==> config.mk <==
export PLATFORM = sky130hd
export DESIGN_NAME = tri_oai21_pipe
export DESIGN_NICKNAME = d
export VERILOG_FILES = /design/src/rtl/tri_oai21_pipe_pkg.sv /design/src/rtl/tri_oai21_pipe_stage.sv /design/src/rtl/tri_oai21_pipe.sv
export SDC_FILE = /design/constraint.sdc
export NUM_CORES = 1
export LEC_CHECK = 0
export CAP_MARGIN = 20
export CORE_AREA = 2 2 39 41
export DETAILED_ROUTE_END_ITERATION = 16
export DIE_AREA = 0 0 41 43
export PLACE_DENSITY = 0.5
export RECOVER_POWER = 25
export SETUP_SLACK_MARGIN = 0.15
export SLEW_MARGIN = 5
export SYNTH_ARGS = -nofsm -noshare
export SYNTH_HDL_FRONTEND = slang
export SYNTH_SLANG_ARGS = --single-unit
export TNS_END_PERCENT = 50
==> constraint.sdc <==
create_clock -name clk -period 0.9 [get_ports clk]
set_input_delay 0.225 -clock clk [delete_from_list [all_inputs] [get_ports clk]]
set_output_delay 0.225 -clock clk [all_outputs]
set_load 0.05 [all_outputs]
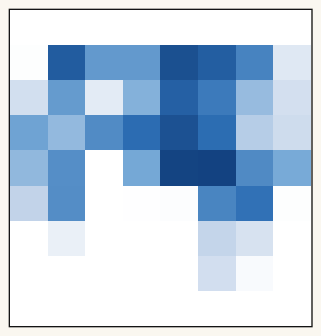
(cell density map)
The die is cut into 8 by 9 equal tiles; white is low, dark blue is high, 0 to 100% covered.
mean over tiles	28%
tiles over 75% full	13%
emptiest ninth of the die	south-west
Util after Layout: 36.9%
core area: 0.00138 mm²
fp util: 15.6%

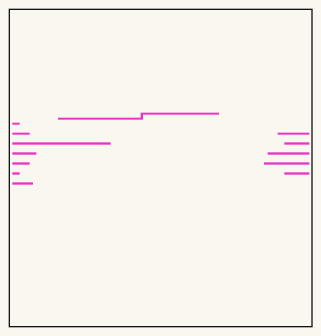
(met3 routing)
nets with wire on the layer	13
share of all routed wire	12%
WL final: 550 µm
global routing met3 resource utilization: 7.85%
via count: 242

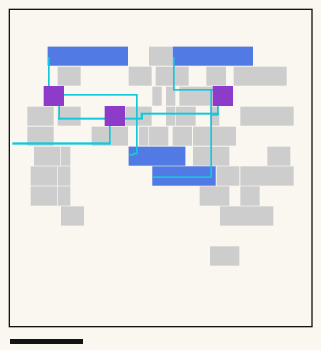
(routed clock nets over the placement)
Bar = 10 µm.
[flip-flops] blue | count: 4
[clock-net drivers] purple | count: 3
[clock wires] cyan | length: 101 µm
routed clock nets	4
Fin Clk Skew: 0.00941 ns
Clk pwr share: 42.8%
Latency at later pin: 0.24 ns
P_clk: 0.260 mW

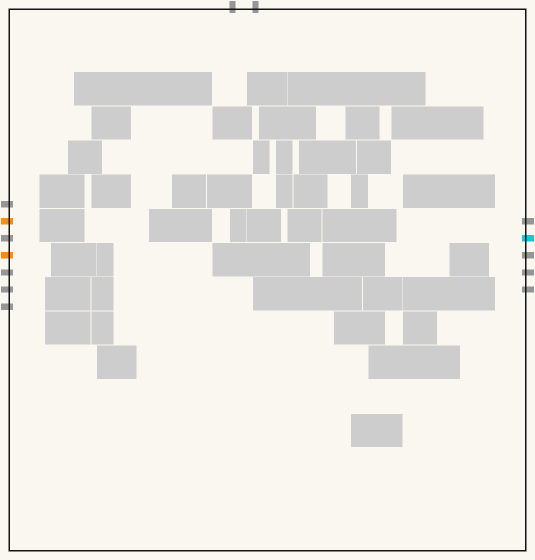
(ports around the boundary)
Pins as bars across the die edge, other pins in grey.
port	colour	pins	direction	edge
mode	orange	2	input	west
y	cyan	1	output	east
all pins by edge	7 west, 5 east, 2 north
die height: 43 µm
# port buffers: 13

==> reports/qor.yml <==
outcome: "finished, violations left"
ys_seq_share_pct: 46.5
ff2ff_setup_slack_ns: -0.19
relSlewSlack_pct: 87.9
critPathKind: "register to output port"
drc: 0
maxCapViolations: 0
whs_ns: 0.416
p_leak_nw: 0.209
routabilityCongestion: 0.560
antenna_found_initial: 0
synth_cells: 20
critPathLaunchType: "register"
final_antenna_net_count: 0
rsz0062_at_grt: "true"
track_usage_pct: 8.67
ys_warn_count: 0
cp.required_ns: 0.67
cts_root_buf: "clkbuf_4"
fin_ws_ns: -0.331
synth.distinct_cells: 13
arrival_ns: 1.01
fillers: 141
finalHoldViolations: 0
peakVddDrop_uv: 494
num-nets-final: 55
grt_max_degree: 5
final_cell_area_um2: 510
worstMarginPinSlew_ns: 0.181
fp_nets: 30
hp-class: "register to register"
yosys-stat-area_um2: 215
p_per_area_mw_per_mm2: 1190
top_area_share_pct: 27.9
min_period_ns: 1.23
antenna_cells: 0
finalPower_mw: 0.607
crit_fanout: 3
slew_violations: 0
holdPathStages: 0
cts_buffers: 3
grt_pass1_wl_um: 966
register_area_um2: 105
violations: "negative setup slack"
comb_area_um2: 125
dr.first_iter.drc_count: 2
clk_pin_slew_worst_paths_ns: 0.05
tritoncts: "yes"
fp-row-count: 14
synth.avg_cell_area_um2: 10.8
max_freq_ghz: 0.812
reg2reg_depth: 3
critPathSlowestCell: "dfxtp_4"
drive_gt1_share_pct: 54.5
yosys.area.top_type: "edfxtp_1"
syn_area_um2: 215
viasPerCell: 4.03
chipArea_mm2: 0.00176
grt_overflow: 0
ios: 14
finalCritPeriodShare_pct: 137
end_kind: "output port"
top_cells_by_area: "edfxtp_1, dfxtp_1, a21oi_1"
tool_warnings: 29
cts_hold_repair.buffers: 0
ctsLongestPathBuffers: 2
clock_sinks: 4
slowest_delay_ns: 0.34
setup_viol: 9
area_delta_synth_final_pct: 137
ys_cells: 20
ctsHtreeMaxLevel: 1
avgRoutedWirePerCell_um: 9.17
drt_first_pass_iters: 2
die_w_um: 41
crit_chain: "nor2b_4, a21oi_4, buf_12"
first_global_vias: 254
placed_area_um2: 450
ys_ff: 4
==> synth_stat cells <==
cell	n
or2_2	1
dfxtp_1	2
nor3b_2	1
inv_1	2
o21ai_1	1
a21oi_2	1
edfxtp_1	2
a211oi_2	1
nand2b_4	1
a21oi_1	3
nor2b_4	1
xnor2_1	1
nor2_1	3
==> worst max-delay path: cells and delay by family (launching register included) <==
family | cells | cell delay [ns]
AND-OR/OR-AND | 1 | 0.14
flip-flops | 1 | 0.34
AND/OR/NAND/NOR | 1 | 0.13
buffers and inverters | 1 | 0.15
==> metal layers <==
metal | GRT usage, % | routed length, µm | part of all wire, % | vias up
met5 | 0 | 0 | 0 | -
met3 | 7.85 | 67 | 12 | 0
met4 | 2.00 | 0 | 0 | 0
met1 | 8.14 | 190 | 35 | 108
met2 | 13.4 | 292 | 53 | 15
li1 | - | - | - | 119
==> per-stage QoR <==
stage | worst slack (ns) | TNS [ns] | std cells
after floorplan | -0.197 | -0.601 | 20
after global placement | -0.450 | -2.37 | 53
after detailed placement | -0.477 | -2.49 | 53
after CTS | -0.347 | -1.58 | 59
after global routing | -0.382 | -2.03 | 60
final | -0.331 | -1.64 | 60
==> report_power, final <==
group / internal, mW / total (mW) / switching (mW)
clock: 0.168 / 0.260 / 0.0923
sequential: 0.197 / 0.201 / 0.00314
combinational: 0.0853 / 0.146 / 0.0610
total: 0.450 / 0.607 / 0.156
==> placed cells by master, fill, tap and decap left out <==
master           n
clkdlybuf4s50_1  6
buf_4            5
buf_12           4
nor2_1           3
clkbuf_4         3
dlygate4sd2_1    3
inv_1            2
a21oi_2          2
edfxtp_1         2
buf_6            2
o21ai_1          1
a21oi_1          1
xnor2_1          1
nor2b_4          1
nand2b_4         1
a21oi_4          1
or2_4            1
a211oi_2         1
nor3b_2          1
clkbuf_1         1
dfxtp_2          1
dfxtp_4          1
==> kinds of logic (layout without fill, tap and decap cells) <==
family	count (synthesis)	after routing	synth area share [%]
AND-OR/OR-AND	6	6	19.2
XOR/XNOR	1	1	4.07
buffers and inverters	2	26	3.49
flip-flops	4	4	46.5
AND/OR/NAND/NOR	7	7	26.7
==> cell type report <==
class                   instances  area share (%)
inverters                       2            1.47
clock buffers                   4            5.15
multi-input cells              14            24.5
well taps                      16            3.92
repair buffers                 20            44.4
flip-flops and latches          4            20.6
==> repair_timing <==
action,CTS,global route
pin swaps,4,1
resized,7,1
endpoints found under the setup margin,9,9
buffers inserted,2,1
Power and IR drop assume default switching activity.
